File: src/rtl/cdb_pkg.sv
//----------------------------------------------------------------------------
// Module : cdb_pkg
// Shared Common Data Bus widths, broadcast record and execution port indices.
// Rev    : 1.0  initial release
//----------------------------------------------------------------------------
`default_nettype none

package cdb_pkg;

    localparam int CDB_TAG_W  = 6;
    localparam int CDB_DATA_W = 32;

    localparam int CDB_PORT_LS  = 0;
    localparam int CDB_PORT_INT = 1;
    localparam int CDB_PORT_MUL = 2;
    localparam int CDB_PORT_DIV = 3;

    typedef struct packed {
        logic                  valid;
        logic [CDB_TAG_W-1:0]  tag;
        logic [CDB_DATA_W-1:0] data;
    } cdb_bus_t;

    // Width of a port index; a 1-bit field is kept even for degenerate counts.
    function automatic int cdb_src_w(input int n);
        return (n > 1) ? $clog2(n) : 1;
    endfunction

endpackage

`default_nettype wire

File: src/rtl/cdb_arbiter_if.sv
//----------------------------------------------------------------------------
// Module : cdb_arbiter_if
// Result-port request bundle and registered CDB broadcast of the arbiter.
// Rev    : 1.0  initial release
//----------------------------------------------------------------------------
`default_nettype none

interface cdb_arbiter_if
    import cdb_pkg::*;
#(
    parameter int NUM_REQ = 4,
    parameter int TAG_W   = CDB_TAG_W,
    parameter int DATA_W  = CDB_DATA_W,
    parameter int SRC_W   = cdb_src_w(NUM_REQ)
);

    logic [NUM_REQ-1:0]        req_valid;
    logic [NUM_REQ*TAG_W-1:0]  req_tag;
    logic [NUM_REQ*DATA_W-1:0] req_data;
    logic [NUM_REQ-1:0]        req_ready;

    logic                      cdb_valid;
    logic [TAG_W-1:0]          cdb_tag;
    logic [DATA_W-1:0]         cdb_data;
    logic [SRC_W-1:0]          cdb_src;

    modport master (
        output req_valid, req_tag, req_data,
        input  req_ready, cdb_valid, cdb_tag, cdb_data, cdb_src
    );

    modport slave (
        input  req_valid, req_tag, req_data,
        output req_ready, cdb_valid, cdb_tag, cdb_data, cdb_src
    );

endinterface

`default_nettype wire

File: src/rtl/cdb_arbiter_rr_picker.sv
//----------------------------------------------------------------------------
// Module : rr_picker
// Combinational round-robin pick: first request at or after ptr_i, wrapping.
// Rev    : 1.0  initial release
//----------------------------------------------------------------------------
`default_nettype none

module rr_picker
    import cdb_pkg::*;
#(
    parameter int NUM_REQ = 4,
    parameter int PTR_W   = cdb_src_w(NUM_REQ)
) (
    input  wire logic [NUM_REQ-1:0] req_i,
    input  wire logic [PTR_W-1:0]   ptr_i,
    output logic      [NUM_REQ-1:0] grant_o
);

    localparam int DBL_W = 2 * NUM_REQ;

    logic [NUM_REQ-1:0] w_mask;
    logic [DBL_W-1:0]   w_dbl;
    logic [DBL_W-1:0]   w_iso;

    // Lower copy holds only requests at or above the pointer, upper copy holds
    // all of them, so the lowest set bit of the pair is the wrapped winner.
    always_comb begin
        w_mask  = ~((NUM_REQ'(1) << ptr_i) - NUM_REQ'(1));
        w_dbl   = {req_i, req_i & w_mask};
        w_iso   = w_dbl & (~w_dbl + DBL_W'(1));
        grant_o = w_iso[NUM_REQ-1:0] | w_iso[DBL_W-1:NUM_REQ];
    end

endmodule

`default_nettype wire

File: src/rtl/cdb_arbiter.sv
//----------------------------------------------------------------------------
// Module : cdb_arbiter
// Grants one result port per cycle onto the registered Common Data Bus.
// Build  : define CDB_ARB_RR_EN for round-robin, otherwise fixed priority.
// Rev    : 1.0  initial release
//----------------------------------------------------------------------------
`default_nettype none

module cdb_arbiter
    import cdb_pkg::*;
#(
    parameter int NUM_REQ = 4,
    parameter int TAG_W   = CDB_TAG_W,
    parameter int DATA_W  = CDB_DATA_W
) (
    input  wire logic    clk,
    input  wire logic    rst,
    cdb_arbiter_if.slave cdb_if
);

    localparam int SRC_W = cdb_src_w(NUM_REQ);

    logic [NUM_REQ-1:0] w_pick;
    logic [NUM_REQ-1:0] w_grant;
    logic               w_grant_any;
    logic [SRC_W-1:0]   w_grant_idx;
    logic [TAG_W-1:0]   w_sel_tag;
    logic [DATA_W-1:0]  w_sel_data;

    logic               cdb_valid_q, cdb_valid_d;
    logic [TAG_W-1:0]   cdb_tag_q,   cdb_tag_d;
    logic [DATA_W-1:0]  cdb_data_q,  cdb_data_d;
    logic [SRC_W-1:0]   cdb_src_q,   cdb_src_d;

`ifdef CDB_ARB_RR_EN
    logic [SRC_W-1:0]   rr_ptr_q, rr_ptr_d;

    rr_picker #(
        .NUM_REQ (NUM_REQ),
        .PTR_W   (SRC_W)
    ) u_rr_picker (
        .req_i   (cdb_if.req_valid),
        .ptr_i   (rr_ptr_q),
        .grant_o (w_pick)
    );

    // Pointer moves just past the winner; explicit wrap covers non-power-of-two counts.
    always_comb begin
        rr_ptr_d = rr_ptr_q;
        if (w_grant_any) begin
            rr_ptr_d = (w_grant_idx == SRC_W'(NUM_REQ - 1)) ? '0 : w_grant_idx + SRC_W'(1);
        end
    end

    always_ff @(posedge clk or posedge rst) begin
        if (rst) begin
            rr_ptr_q <= '0;
        end else begin
            rr_ptr_q <= rr_ptr_d;
        end
    end
`else
    assign w_pick = cdb_if.req_valid & (~cdb_if.req_valid + NUM_REQ'(1));
`endif

    assign w_grant          = rst ? '0 : w_pick;
    assign w_grant_any      = |w_grant;
    assign cdb_if.req_ready = w_grant;

    // One-hot grant drives an AND-OR mux, so no index arithmetic on the data path.
    always_comb begin
        w_grant_idx = '0;
        w_sel_tag   = '0;
        w_sel_data  = '0;
        for (int i = 0; i < NUM_REQ; i++) begin
            if (w_grant[i]) begin
                w_grant_idx = SRC_W'(i);
            end
            w_sel_tag  = w_sel_tag  | ({TAG_W{w_grant[i]}}  & cdb_if.req_tag[i*TAG_W +: TAG_W]);
            w_sel_data = w_sel_data | ({DATA_W{w_grant[i]}} & cdb_if.req_data[i*DATA_W +: DATA_W]);
        end
    end

    always_comb begin
        cdb_valid_d = w_grant_any;
        cdb_tag_d   = cdb_tag_q;
        cdb_data_d  = cdb_data_q;
        cdb_src_d   = cdb_src_q;
        if (w_grant_any) begin
            cdb_tag_d  = w_sel_tag;
            cdb_data_d = w_sel_data;
            cdb_src_d  = w_grant_idx;
        end
    end

    always_ff @(posedge clk or posedge rst) begin
        if (rst) begin
            cdb_valid_q <= 1'b0;
            cdb_tag_q   <= '0;
            cdb_data_q  <= '0;
            cdb_src_q   <= '0;
        end else begin
            cdb_valid_q <= cdb_valid_d;
            cdb_tag_q   <= cdb_tag_d;
            cdb_data_q  <= cdb_data_d;
            cdb_src_q   <= cdb_src_d;
        end
    end

    assign cdb_if.cdb_valid = cdb_valid_q;
    assign cdb_if.cdb_tag   = cdb_tag_q;
    assign cdb_if.cdb_data  = cdb_data_q;
    assign cdb_if.cdb_src   = cdb_src_q;

endmodule

`default_nettype wire

File: src/flat_wrapper.sv
// flat-port wrapper written by rule: the top's interface ports become plain ports
module cdb_arbiter_flat import cdb_pkg::*;
#(
    parameter int NUM_REQ = 4,
    parameter int TAG_W   = CDB_TAG_W,
    parameter int DATA_W  = CDB_DATA_W
)
  (clk, rst, cdb_if_req_valid, cdb_if_req_tag, cdb_if_req_data, cdb_if_req_ready, cdb_if_cdb_valid, cdb_if_cdb_tag, cdb_if_cdb_data, cdb_if_cdb_src);
  cdb_arbiter_if #(.NUM_REQ(NUM_REQ), .TAG_W(TAG_W), .DATA_W(DATA_W)) cdb_if_i ();
  input  wire logic clk;
  input  wire logic rst;
  input wire logic [$bits(cdb_if_i.req_valid)-1:0] cdb_if_req_valid;
  input wire logic [$bits(cdb_if_i.req_tag)-1:0] cdb_if_req_tag;
  input wire logic [$bits(cdb_if_i.req_data)-1:0] cdb_if_req_data;
  output wire logic [$bits(cdb_if_i.req_ready)-1:0] cdb_if_req_ready;
  output wire logic [$bits(cdb_if_i.cdb_valid)-1:0] cdb_if_cdb_valid;
  output wire logic [$bits(cdb_if_i.cdb_tag)-1:0] cdb_if_cdb_tag;
  output wire logic [$bits(cdb_if_i.cdb_data)-1:0] cdb_if_cdb_data;
  output wire logic [$bits(cdb_if_i.cdb_src)-1:0] cdb_if_cdb_src;
  assign cdb_if_i.req_valid = cdb_if_req_valid;
  assign cdb_if_i.req_tag = cdb_if_req_tag;
  assign cdb_if_i.req_data = cdb_if_req_data;
  assign cdb_if_req_ready = cdb_if_i.req_ready;
  assign cdb_if_cdb_valid = cdb_if_i.cdb_valid;
  assign cdb_if_cdb_tag = cdb_if_i.cdb_tag;
  assign cdb_if_cdb_data = cdb_if_i.cdb_data;
  assign cdb_if_cdb_src = cdb_if_i.cdb_src;
  cdb_arbiter #(.NUM_REQ(NUM_REQ), .TAG_W(TAG_W), .DATA_W(DATA_W)) u_core (.clk(clk), .rst(rst), .cdb_if(cdb_if_i));
endmodule
File: config.mk
export PLATFORM = sky130hd
export DESIGN_NAME = cdb_arbiter_flat
export DESIGN_NICKNAME = d
export VERILOG_FILES = /design/src/rtl/cdb_pkg.sv /design/src/rtl/cdb_arbiter_if.sv /design/src/rtl/cdb_arbiter_rr_picker.sv /design/src/rtl/cdb_arbiter.sv /design/src/flat_wrapper.sv
export SDC_FILE = /design/constraint.sdc
export NUM_CORES = 1
export LEC_CHECK = 0
export ABC_AREA = 1
export CORE_MARGIN = 3
export CORE_UTILIZATION = 35
export CTS_CLUSTER_SIZE = 16
export DETAILED_ROUTE_END_ITERATION = 16
export GPL_TIMING_DRIVEN = 0
export PLACE_DENSITY = 0.81
export SETUP_SLACK_MARGIN = 0.2
export SYNTH_ARGS = -nofsm -noshare
export SYNTH_HDL_FRONTEND = slang
export SYNTH_SLANG_ARGS = --single-unit
File: constraint.sdc
create_clock -name clk -period 1.36 [get_ports clk]
set_input_delay 0.34 -clock clk [delete_from_list [all_inputs] [get_ports clk]]
set_output_delay 0.34 -clock clk [all_outputs]
set_load 0.05 [all_outputs]
Fig. 1: port wiring
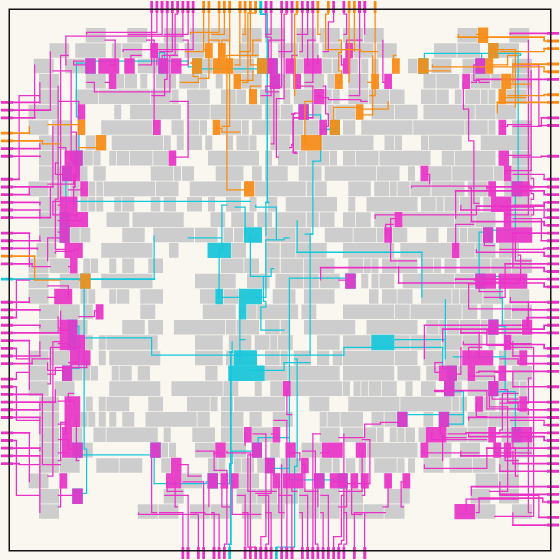
legend:
  cdb_if_req_tag:
    color: orange
    bits: 24
    direction: input
    edge: 15 north, 6 east, 3 west
    end_cells: 24
    buffers: 24
    wire: 449 µm
  cdb_if_req_valid:
    color: cyan
    bits: 4
    direction: input
    edge: 2 south, 1 west, 1 north
    end_cells: 46
    buffers: 12
    wire: 866 µm
  cdb_if_req_data:
    color: magenta
    bits: 128
    direction: input
    edge: 45 east, 35 west, 27 south, 21 north
    end_cells: 128
    buffers: 128
    wire: 2680 µm

Fig. 2: cells colored by class
The bar under the picture is 20 µm long.
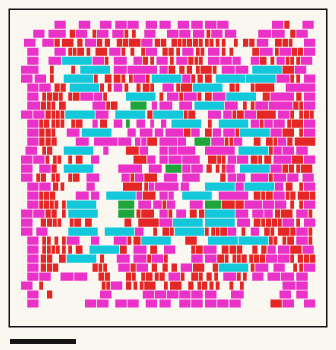
legend:
  combinational and other logic:
    color: red
    cells: 363
  remaining buffers and delay cells:
    color: magenta
    cells: 281
  clock drivers and dummy loads:
    color: green
    cells: 7
  sequential cells:
    color: cyan
    cells: 41

Fig. 3: wire density map
The bar under the picture is 20 µm long. The die is cut into 19 by 19 equal tiles; dark purple is low, yellow is high, scaled to the fullest tile. Values are wire area over tile area, all layers added.
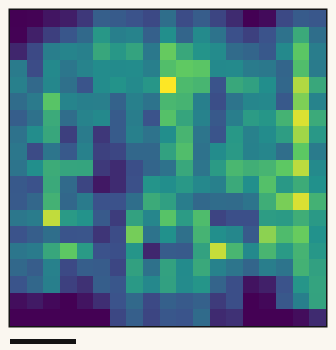
emptiest ninth of the die: south-west
tiles over half the peak: 30%
fullest tile: 0.62
mean over tiles: 0.25

Fig. 4: sizing map
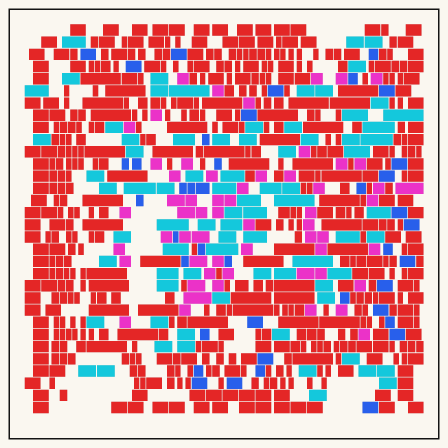
legend:
  _6 and larger:
    color: cyan
    cells: 78
    share: 11%
  _2 cells:
    color: blue
    cells: 40
    share: 5.8%
  _0 and _1 cells:
    color: red
    cells: 516
    share: 75%
  _3 and _4 cells:
    color: magenta
    cells: 58
    share: 8.4%

Fig. 5: routing congestion
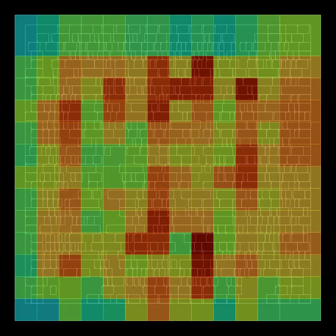
Total GRT Usage: 27.1%
met1 GRT Util: 30.4%
WL per Instance: 17.2 µm
met3 Usage GRT: 8.29%
busiest grt layer: met2

==> results.json <==
{
  "status": "finished with violations",
  "failed_checks": "negative hold slack, negative setup slack",
  "logic_gates": 318,
  "vias": 4060,
  "ys_area_um2": 2810,
  "ios": 203,
  "cp.arrival_ns": 1.05,
  "mux_share_pct": 0,
  "endpoint_kind": "output pin",
  "drc_errors": 0,
  "area_growth_pct": 112,
  "nFillCells": 549,
  "ant_nets": 0,
  "worst_slack_ns": -0.0316,
  "diodes": 0,
  "slew_headroom_pct": 65.9,
  "power_density_nw_per_um2": 813,
  "p_total_uw": 4830,
  "core_area_um2": 7770,
  "pg_clk_uw": 812,
  "layout_top_cell": "clkdlybuf4s50_1",
  "place_area_um2": 5070,
  "dominant-cell-class": "non-clock buffers",
  "fin_crit_sh_pct": 102,
  "numSynthFlops": 41,
  "cp.required_ns": 1.02,
  "hold_slack_ns": -0.0198,
  "htreeDepth": 2,
  "antenna_found_initial": 0,
  "synthCells": 440,
  "viasPerCell": 5.11,
  "post_cts_buffers": 20,
  "wl_met1_um": 4900,
  "leakage_uw": 0.00292,
  "grt_pass1_wl_um": 19000,
  "hold_path_class": "primary input to asynchronous set/reset pin",
  "drive_gt1_share_pct": 25.4,
  "internal_power_uw": 2970,
  "die_h_um": 95.6,
  "seq_cell_count": 41,
  "switchingPower_uw": 1860,
  "dr.pass1.iters": 7,
  "seq_area_um2": 1030,
  "die_w_um": 95.6,
  "ys_sh_adder_pct": 0,
  "finalHoldViolCount": 30,
  "power_leader": "combinational logic",
  "inverters": 45,
  "synth_area_um2": 2810,
  "combinationalPowerShare_pct": 51.3,
  "dr_wl_met3_um": 1500,
  "chipArea_um2": 9140,
  "logic_area_um2": 1630,
  "drtIter0Drc": 172,
  "syn_nets": 598,
  "cts_tree": "built",
  "p_clk_share_pct": 16.8,
  "seqPwrFrac_pct": 31.9,
  "worst_slew_pin_slew_ns": 0.512,
  "synth.avg_cell_area_um2": 6.38,
  "cts_buffer_depth": 2,
  "overflow": 0,
  "utilization_pct": 76.5,
  "tap-cell-count": 102,
  "nClkBuffers": 7,
  "ys_cells": 440,
  "synth_cell_types": 15,
  "synthTopLogicFamily": "simple AND/OR/NAND/NOR gates",
  "rsz0062_at_grt": "true",
  "worstPathMaxFanout": 4,
  "num_rows": 32,
  "io_buffers": 202,
  "num-nets-final": 850,
  "warnings": 31,
  "numCtsBuffers": 5,
  "buf_share_pct": 48.1,
  "placed_cells": 744,
  "preCtsSetupSlack_ns": -1.38,
  "place_congestion": 0.815,
  "ys_sh_simple_pct": 51.1,
  "vdd_drop_max_uv": 485,
  "final.min_clock_period_ns": 1.39,
  "drv_slew": 0,
  "grt_max_degree": 43,
  "xor_area_share_pct": 0,
  "p_comb_uw": 2480,
  "stdcell_area_um2": 5940,
  "grt_pass1_vias": 3915,
  "swShare_pct": 38.6,
  "clkCellAreaFrac_pct": 1.45,
  "seq_area_frac_synth_pct": 36.5,
  "fmax_mhz": 719,
  "layout.cells.non_filler": 794,
  "fp_util_pct": 36.2,
  "highest_layer": "met4",
  "critical_path_class": "primary input to output pin",
  "clk_pin_slew_ns": 0.07,
  "cts.sinks": 41,
  "drt-total-wl_um": 13700,
  "clk_root_buffer_cell": "clkbuf_8",
  "wl_met2_um": 7020,
  "drv_cap": 0,
  "pg_seq_uw": 1540,
  "tns_ns": -0.0567,
  "yosys_warnings": 0,
  "cts_resized": 385,
  "finalClockSkew_ns": 0,
  "seq_share_pct": 17.3,
  "sh_comb_area_pct": 27.5,
  "use_met2_pct": 49.4,
  "dp_hpwl_um": 9640,
  "synthAoiAreaFrac_pct": 0.445,
  "critPathLaunchType": "primary input",
  "worstSkewPairLatency_ns": 0.29,
  "setup_violations": 2,
  "buffers": 281,
  "layout.cells.most_common_list": "152 x clkdlybuf4s50_1, 96 x nand3_1, 78 x nand2_1"
}
path summary, 6_finish.rpt:
check	from	end	slack [ns]	depth (start not counted)
max in group asynchronous	rst	u_core.cdb_if.cdb_data[18]$_DFFE_PP0P_	1.18	2
hold / removal	rst	u_core.cdb_if.cdb_data[22]$_DFFE_PP0P_	-0.02	2
setup reg to reg	u_core.cdb_if.cdb_tag[3]$_DFFE_PP0P_	u_core.cdb_if.cdb_tag[3]$_DFFE_PP0P_	0.46	4
setup / recovery	cdb_if_req_valid[0]	cdb_if_req_ready[2]	-0.03	6
min in group clk	u_core.cdb_if.cdb_data[17]$_DFFE_PP0P_	u_core.cdb_if.cdb_data[17]$_DFFE_PP0P_	0.55	2
hold reg to reg	u_core.cdb_if.cdb_data[17]$_DFFE_PP0P_	u_core.cdb_if.cdb_data[17]$_DFFE_PP0P_	0.55	2
Yosys cell counts, drive strengths merged:
| library cell | count | area share (%) |
|---|---|---|
| nand3 | 117 | 21 |
| nor2 | 81 | 11 |
| nand2 | 80 | 11 |
| inv | 45 | 6.0 |
| dfrtp | 41 | 37 |
| nand4 | 38 | 8.5 |
| buf | 20 | 3.8 |
| clkbuf | 16 | 2.1 |
| o21ai | 1 | 0.18 |
| o21bai | 1 | 0.27 |
registers in the layout, summed over array words and instances (netlist names):
| name | flops |
|---|---|
| u_core.cdb_if.cdb_data | 32 |
| u_core.cdb_if.cdb_src | 2 |
| u_core.cdb_if.cdb_tag | 6 |
| u_core.cdb_if.cdb_valid | 1 |
critical path: stages:
cell       delay [ns]
buf_12           0.11
nor2_4           0.16
nand2_2          0.11
clkbuf_16        0.17
clkinv_8         0.04
buf_12           0.12
